sizes.png
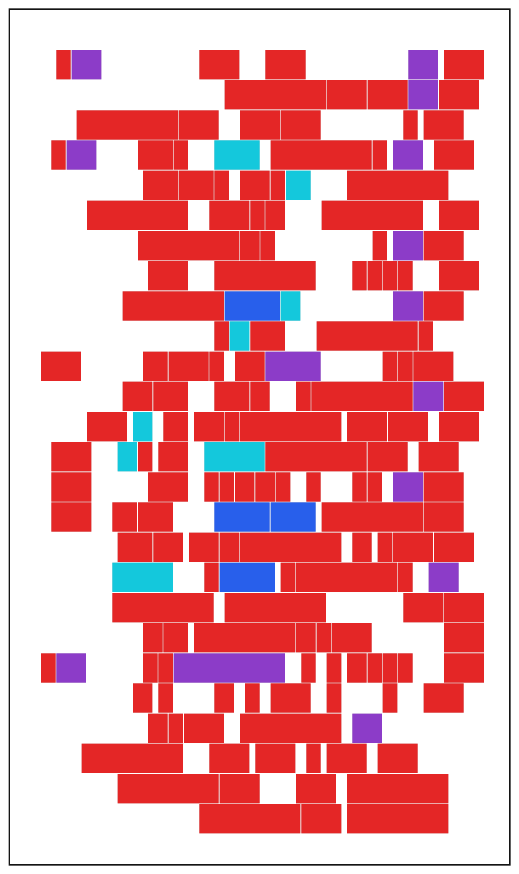
layer_met1.png
Supply wires on this layer in grey.
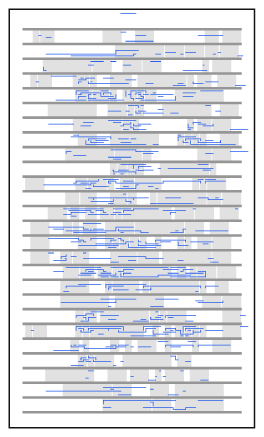
placement_by_type.png
The bar under the picture is 10 µm long.
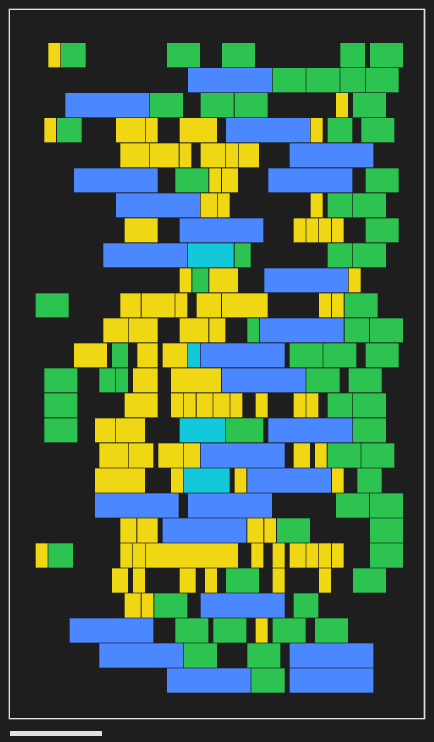
clk_routes.png
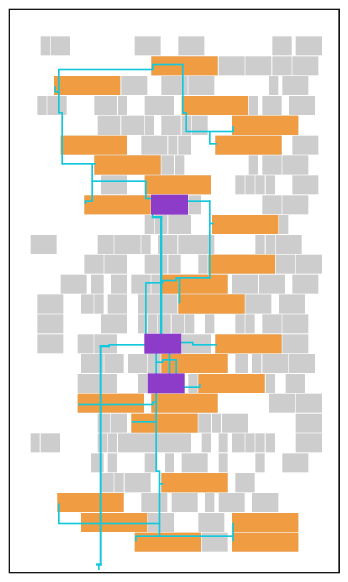
clocks.png
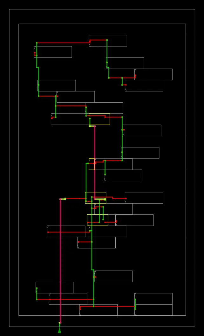
## src/rtl/cu_pkg.sv

```systemverilog
// Shared definitions for the multicycle control unit: opcodes, ALU codes,
// FSM state type and the decoded control word.
package cu_pkg;

  localparam logic [3:0] OP_ADD   = 4'b0000;
  localparam logic [3:0] OP_SUB   = 4'b0001;
  localparam logic [3:0] OP_ADDI  = 4'b0010;
  localparam logic [3:0] OP_SUBI  = 4'b0011;
  localparam logic [3:0] OP_MUL2  = 4'b0100;
  localparam logic [3:0] OP_DIV2  = 4'b0101;
  localparam logic [3:0] OP_CLR   = 4'b0110;
  localparam logic [3:0] OP_RST   = 4'b0111;
  localparam logic [3:0] OP_MOV   = 4'b1000;
  localparam logic [3:0] OP_JMP   = 4'b1001;
  localparam logic [3:0] OP_OUT   = 4'b1010;
  localparam logic [3:0] OP_LOAD  = 4'b1011;
  localparam logic [3:0] OP_STORE = 4'b1100;
  localparam logic [3:0] OP_JZ    = 4'b1101;
  localparam logic [3:0] OP_NOP   = 4'b1110;
  localparam logic [3:0] OP_HALT  = 4'b1111;

  localparam logic [3:0] ALU_ADD  = 4'b0000;
  localparam logic [3:0] ALU_SUB  = 4'b0001;
  localparam logic [3:0] ALU_SHL  = 4'b0010;
  localparam logic [3:0] ALU_SHR  = 4'b0011;
  localparam logic [3:0] ALU_PASS = 4'b0100;
  localparam logic [3:0] ALU_NOP  = 4'b1111;

  typedef enum logic [2:0] {
    ST_IDLE,
    ST_EXEC,
    ST_MEM,
    ST_WB,
    ST_HALT
  } state_t;

  typedef struct packed {
    logic load;
    logic reg_clr;
    logic reg_clr_all;
    logic mb_select;
    logic mem_read;
    logic mem_write;
    logic mem_select;
    logic load_pc;
    logic halt;
    logic zero_addr_a;
  } ctrl_t;

endpackage

```

## src/rtl/multicycle_control_unit_decoder.sv

```systemverilog
// Combinational opcode decoder: opcode plus zero flag -> control word and ALU code.
module cu_decoder
  import cu_pkg::*;
#(
  parameter int unsigned OPW  = 4,
  parameter int unsigned ALUW = 4
) (
  input  logic [OPW-1:0]  i_opcode,
  input  logic            i_zero_flag,
  output ctrl_t           o_ctrl,
  output logic [ALUW-1:0] o_alu_opcode
);

  logic [3:0] w_alu;
  logic       w_alu_used;

  always_comb begin
    o_ctrl     = '0;
    w_alu      = ALU_ADD;
    w_alu_used = 1'b0;
    case (i_opcode)
      OPW'(OP_ADD):   begin w_alu_used = 1'b1; o_ctrl.mb_select = 1'b1; o_ctrl.load = 1'b1; end
      OPW'(OP_SUB):   begin w_alu_used = 1'b1; w_alu = ALU_SUB; o_ctrl.mb_select = 1'b1; o_ctrl.load = 1'b1; end
      OPW'(OP_ADDI):  begin w_alu_used = 1'b1; o_ctrl.load = 1'b1; end
      OPW'(OP_SUBI):  begin w_alu_used = 1'b1; w_alu = ALU_SUB; o_ctrl.load = 1'b1; end
      OPW'(OP_MUL2):  begin w_alu_used = 1'b1; w_alu = ALU_SHL; o_ctrl.load = 1'b1; end
      OPW'(OP_DIV2):  begin w_alu_used = 1'b1; w_alu = ALU_SHR; o_ctrl.load = 1'b1; end
      OPW'(OP_CLR):   o_ctrl.reg_clr = 1'b1;
      OPW'(OP_RST):   o_ctrl.reg_clr_all = 1'b1;
      OPW'(OP_MOV):   begin w_alu_used = 1'b1; w_alu = ALU_PASS; o_ctrl.mb_select = 1'b1; o_ctrl.load = 1'b1; end
      OPW'(OP_JMP):   o_ctrl.load_pc = 1'b1;
      OPW'(OP_JZ):    o_ctrl.load_pc = i_zero_flag;
      OPW'(OP_OUT):   o_ctrl.mem_read = 1'b1;
      OPW'(OP_LOAD):  begin o_ctrl.zero_addr_a = 1'b1; o_ctrl.mem_read = 1'b1; o_ctrl.mem_select = 1'b1; end
      OPW'(OP_STORE): begin o_ctrl.zero_addr_a = 1'b1; o_ctrl.mem_write = 1'b1; end
      OPW'(OP_HALT):  o_ctrl.halt = 1'b1;
      default:        ; // NOP and any unlisted code: no strobes
    endcase
  end

  assign o_alu_opcode = w_alu_used ? ALUW'(w_alu) : {ALUW{1'b1}};

endmodule

```

## src/rtl/multicycle_control_unit.sv

```systemverilog
// Handshaked multicycle control unit: FSM, registered control outputs and
// optional memory-wait timeout (enabled by defining CU_MEM_TIMEOUT_EN).
module multicycle_control_unit
  import cu_pkg::*;
#(
  parameter int unsigned OPW     = 4,
  parameter int unsigned REGW    = 3,
  parameter int unsigned PCW     = 8,
  parameter int unsigned ALUW    = 4,
  parameter int unsigned TIMEOUT = 15
) (
  input  logic                    clk,
  input  logic                    rst,
  input  logic [OPW+2*REGW-1:0]   i_instruction,
  input  logic                    i_instr_valid,
  output logic                    o_instr_ready,
  input  logic                    i_zero_flag,
  output logic [REGW-1:0]         o_addr_a,
  output logic [REGW-1:0]         o_addr_b,
  output logic                    o_load,
  output logic                    o_reg_clr,
  output logic                    o_reg_clr_all,
  output logic                    o_mb_select,
  output logic [ALUW-1:0]         o_alu_opcode,
  output logic                    o_mem_read,
  output logic                    o_mem_write,
  output logic [2*REGW-1:0]       o_mem_addr,
  output logic                    o_mem_select,
  input  logic                    i_mem_ready,
  output logic                    o_load_pc,
  output logic [PCW-1:0]          o_pc_value,
  output logic                    o_halted,
  output logic                    o_mem_err
);

  localparam int unsigned IW = OPW + 2*REGW;

  if (PCW < 2*REGW || OPW < 4 || TIMEOUT == 0) begin : g_param_check
    $error("multicycle_control_unit: illegal parameter combination");
  end

  logic [OPW-1:0]    w_opcode;
  logic [2*REGW-1:0] w_operand;
  ctrl_t             w_ctrl;
  logic [ALUW-1:0]   w_alu;

  assign w_opcode  = i_instruction[IW-1 -: OPW];
  assign w_operand = i_instruction[2*REGW-1:0];

  cu_decoder #(.OPW(OPW), .ALUW(ALUW)) u_decoder (
    .i_opcode     (w_opcode),
    .i_zero_flag  (i_zero_flag),
    .o_ctrl       (w_ctrl),
    .o_alu_opcode (w_alu)
  );

  state_t            r_state, w_state_nxt;
  logic [REGW-1:0]   r_addr_a, r_addr_b, w_addr_a_nxt, w_addr_b_nxt;
  logic              r_load, r_reg_clr, r_reg_clr_all, r_load_pc;
  logic              w_load_nxt, w_reg_clr_nxt, w_reg_clr_all_nxt, w_load_pc_nxt;
  logic              r_mb_select, r_mem_select, w_mb_select_nxt, w_mem_select_nxt;
  logic              r_mem_read, r_mem_write, w_mem_read_nxt, w_mem_write_nxt;
  logic [ALUW-1:0]   r_alu_opcode, w_alu_opcode_nxt;
  logic [2*REGW-1:0] r_mem_addr, w_mem_addr_nxt;
  logic [PCW-1:0]    r_pc_value, w_pc_value_nxt;
  logic              r_halted, w_halted_nxt;

`ifdef CU_MEM_TIMEOUT_EN
  localparam int unsigned CNTW = $clog2(TIMEOUT + 1);
  logic [CNTW-1:0] r_wait_cnt, w_wait_cnt_nxt;
  logic            r_mem_err, w_mem_err_nxt;
`endif

  // Next state and next registered outputs; pulses default low, fields hold
  always_comb begin
    w_state_nxt        = r_state;
    w_load_nxt         = 1'b0;
    w_reg_clr_nxt      = 1'b0;
    w_reg_clr_all_nxt  = 1'b0;
    w_load_pc_nxt      = 1'b0;
    w_mem_read_nxt     = r_mem_read;
    w_mem_write_nxt    = r_mem_write;
    w_addr_a_nxt       = r_addr_a;
    w_addr_b_nxt       = r_addr_b;
    w_mb_select_nxt    = r_mb_select;
    w_mem_select_nxt   = r_mem_select;
    w_alu_opcode_nxt   = r_alu_opcode;
    w_mem_addr_nxt     = r_mem_addr;
    w_pc_value_nxt     = r_pc_value;
    w_halted_nxt       = r_halted;
`ifdef CU_MEM_TIMEOUT_EN
    w_wait_cnt_nxt     = '0;
    w_mem_err_nxt      = 1'b0;
`endif
    case (r_state)
      ST_IDLE: begin
        if (i_instr_valid) begin
          w_addr_a_nxt     = w_ctrl.zero_addr_a ? '0 : w_operand[2*REGW-1:REGW];
          w_addr_b_nxt     = w_operand[REGW-1:0];
          w_mb_select_nxt  = w_ctrl.mb_select;
          w_mem_select_nxt = w_ctrl.mem_select;
          w_alu_opcode_nxt = w_alu;
          w_mem_addr_nxt   = w_operand;
          w_pc_value_nxt   = PCW'(w_operand);
          if (w_ctrl.halt) begin
            w_state_nxt  = ST_HALT;
            w_halted_nxt = 1'b1;
          end else if (w_ctrl.mem_read || w_ctrl.mem_write) begin
            w_state_nxt     = ST_MEM;
            w_mem_read_nxt  = w_ctrl.mem_read;
            w_mem_write_nxt = w_ctrl.mem_write;
          end else begin
            w_state_nxt       = ST_EXEC;
            w_load_nxt        = w_ctrl.load;
            w_reg_clr_nxt     = w_ctrl.reg_clr;
            w_reg_clr_all_nxt = w_ctrl.reg_clr_all;
            w_load_pc_nxt     = w_ctrl.load_pc;
          end
        end
      end
      ST_EXEC, ST_WB: w_state_nxt = ST_IDLE;
      ST_MEM: begin
        // mem_select is only set by LOAD, which is the one access needing write-back
        if (i_mem_ready) begin
          w_mem_read_nxt  = 1'b0;
          w_mem_write_nxt = 1'b0;
          w_state_nxt     = r_mem_select ? ST_WB : ST_IDLE;
          w_load_nxt      = r_mem_select;
        end
`ifdef CU_MEM_TIMEOUT_EN
        else if (r_wait_cnt == CNTW'(TIMEOUT - 1)) begin
          w_mem_read_nxt  = 1'b0;
          w_mem_write_nxt = 1'b0;
          w_mem_err_nxt   = 1'b1;
          w_state_nxt     = ST_IDLE;
        end else begin
          w_wait_cnt_nxt = r_wait_cnt + CNTW'(1);
        end
`endif
      end
      ST_HALT: ;
      default: w_state_nxt = ST_IDLE;
    endcase
  end

  always_ff @(posedge clk or posedge rst) begin
    if (rst) r_state <= ST_IDLE;
    else     r_state <= w_state_nxt;
  end

  always_ff @(posedge clk or posedge rst) begin
    if (rst) begin
      r_load        <= 1'b0;
      r_reg_clr     <= 1'b0;
      r_reg_clr_all <= 1'b0;
      r_load_pc     <= 1'b0;
      r_mem_read    <= 1'b0;
      r_mem_write   <= 1'b0;
      r_addr_a      <= '0;
      r_addr_b      <= '0;
      r_mb_select   <= 1'b0;
      r_mem_select  <= 1'b0;
      r_alu_opcode  <= '0;
      r_mem_addr    <= '0;
      r_pc_value    <= '0;
      r_halted      <= 1'b0;
    end else begin
      r_load        <= w_load_nxt;
      r_reg_clr     <= w_reg_clr_nxt;
      r_reg_clr_all <= w_reg_clr_all_nxt;
      r_load_pc     <= w_load_pc_nxt;
      r_mem_read    <= w_mem_read_nxt;
      r_mem_write   <= w_mem_write_nxt;
      r_addr_a      <= w_addr_a_nxt;
      r_addr_b      <= w_addr_b_nxt;
      r_mb_select   <= w_mb_select_nxt;
      r_mem_select  <= w_mem_select_nxt;
      r_alu_opcode  <= w_alu_opcode_nxt;
      r_mem_addr    <= w_mem_addr_nxt;
      r_pc_value    <= w_pc_value_nxt;
      r_halted      <= w_halted_nxt;
    end
  end

`ifdef CU_MEM_TIMEOUT_EN
  always_ff @(posedge clk or posedge rst) begin
    if (rst) begin
      r_wait_cnt <= '0;
      r_mem_err  <= 1'b0;
    end else begin
      r_wait_cnt <= w_wait_cnt_nxt;
      r_mem_err  <= w_mem_err_nxt;
    end
  end
  assign o_mem_err = r_mem_err;
`else
  assign o_mem_err = 1'b0;
`endif

  assign o_instr_ready = (r_state == ST_IDLE);
  assign o_addr_a      = r_addr_a;
  assign o_addr_b      = r_addr_b;
  assign o_load        = r_load;
  assign o_reg_clr     = r_reg_clr;
  assign o_reg_clr_all = r_reg_clr_all;
  assign o_mb_select   = r_mb_select;
  assign o_alu_opcode  = r_alu_opcode;
  assign o_mem_read    = r_mem_read;
  assign o_mem_write   = r_mem_write;
  assign o_mem_addr    = r_mem_addr;
  assign o_mem_select  = r_mem_select;
  assign o_load_pc     = r_load_pc;
  assign o_pc_value    = r_pc_value;
  assign o_halted      = r_halted;

endmodule

```

## config.mk

```make
export PLATFORM = sky130hd
export DESIGN_NAME = multicycle_control_unit
export DESIGN_NICKNAME = d
export VERILOG_FILES = /design/src/rtl/cu_pkg.sv /design/src/rtl/multicycle_control_unit_decoder.sv /design/src/rtl/multicycle_control_unit.sv
export SDC_FILE = /design/constraint.sdc
export NUM_CORES = 1
export LEC_CHECK = 0
export CORE_AREA = 2 2 43 75
export DETAILED_ROUTE_END_ITERATION = 7
export DIE_AREA = 0 0 45 77
export GPL_TIMING_DRIVEN = 0
export PLACE_DENSITY = 0.81
export SLEW_MARGIN = 10
export SYNTH_ARGS = -nofsm -noshare
export SYNTH_HDL_FRONTEND = slang
export SYNTH_SLANG_ARGS = --single-unit
```

## constraint.sdc

```tcl
create_clock -name clk -period 5 [get_ports clk]
set_clock_uncertainty 0.2 [all_clocks]
set_input_delay 0.75 -clock clk [delete_from_list [all_inputs] [get_ports clk]]
set_output_delay 0.75 -clock clk [all_outputs]
set_load 0.03 [all_outputs]
```

==> flow_summary.yaml <==
# yosys + openroad results
timing:
  rsz0062_at_grt: "false"
  layout_min_cycle_time_ns: 2.69
  finalSetupViolCount: 0
  hold_ws_ns: 0.272
setup_path:
  max_stage_delay_ns: 0.70
  critPathBufInv: 2
  crit_end: "o_instr_ready"
  endpoint_kind: "primary output"
cts:
  cts_setup_buffers: 0
  cts_tree: "done"
cells_and_area:
  inverters: 5
  largestClassByArea: "sequential cells"
  logic_area_um2: 488
  antenna_cells: 0
  regArea_um2: 626
  multi_input_comb_cells: 81
logic_synthesis:
  syn-mean-instance-area_um2: 9.79
  top_cell: "nand2_1"
  adder_share_pct: 0.798
  synth.logic.top_family: "simple AND/OR/NAND/NOR gates"
  yosys-stat-area_um2: 1250
  top_cells_by_count: "nand2_1 (32), dfrtp_1 (25), buf_4 (12), o21ai_0 (9), inv_1 (5)"
  mux_area_share_pct: 0.898
  ys_seq_share_pct: 49.9
power:
  p_sw_share_pct: 40.3
  pwr-share-seq_pct: 33.9
  p_comb_share_pct: 52.1
  power.largest_group: "combinational cells"
global_route:
  grt.total_usage_pct: 17.9
  gr-max-usage-layer: "met2"
floorplanning:
  die-area_um2: 3470
place:
  place_congestion: 0.862
detailed_routing:
  top_layer_used: "met4"
  post_drt_wl_per_cell_um: 13.5
outcome:
  outcome: "finished, final reports clean"
-- sizes.png (at the start) --
legend:
  purple:
    size: _3 and _4 cells
    cells: 14
  blue:
    size: _6 and larger
    cells: 4
  cyan:
    size: _2 cells
    cells: 8
  red:
    size: _0 and _1 cells
    cells: 154
Non-clk bufs: 65
final non-filler cell area: 1800 µm²
area growth from synthesis to layout: 43.7%
Final WS setup: 2.31 ns

-- layer_met1.png (at the start) --
nets with wire on the layer: 164
share of all routed wire: 35%
wire length on this layer: 979 µm
main direction: horizontal
Vias: 1064
DRT Wirelength: 2810 µm
M1 GR Usage: 19.4%

-- placement_by_type.png (at the start) --
legend:
  blue:
    class: sequential cells
    cells: 25
    share_of_their_area: 35%
  cyan:
    class: clock drivers and dummy loads
    cells: 4
    share_of_their_area: 2.5%
  green:
    class: remaining buffers and delay cells
    cells: 65
    share_of_their_area: 33%
  yellow:
    class: combinational and other logic
    cells: 86
    share_of_their_area: 29%
fraction of area in registers: 34.7%
num rows: 26
core area: 2860 µm²
Layout Utilization: 62.9%

-- clk_routes.png (at the start) --
legend:
  cyan:
    item: clock wires
    length: 278 µm
  orange:
    item: flip-flops
    count: 25
  purple:
    item: clock drivers
    count: 3
routed clock nets: 4
clock group total power: 117 µW
Skew-Pair Late Insertion Delay: 0.26 ns

-- clocks.png (at the start) --
clock buffers: 4
total CTS buffers: 3
Seq Cell Count: 25
Clock Sinks: 25

Power is estimated from default activity; no workload was simulated.
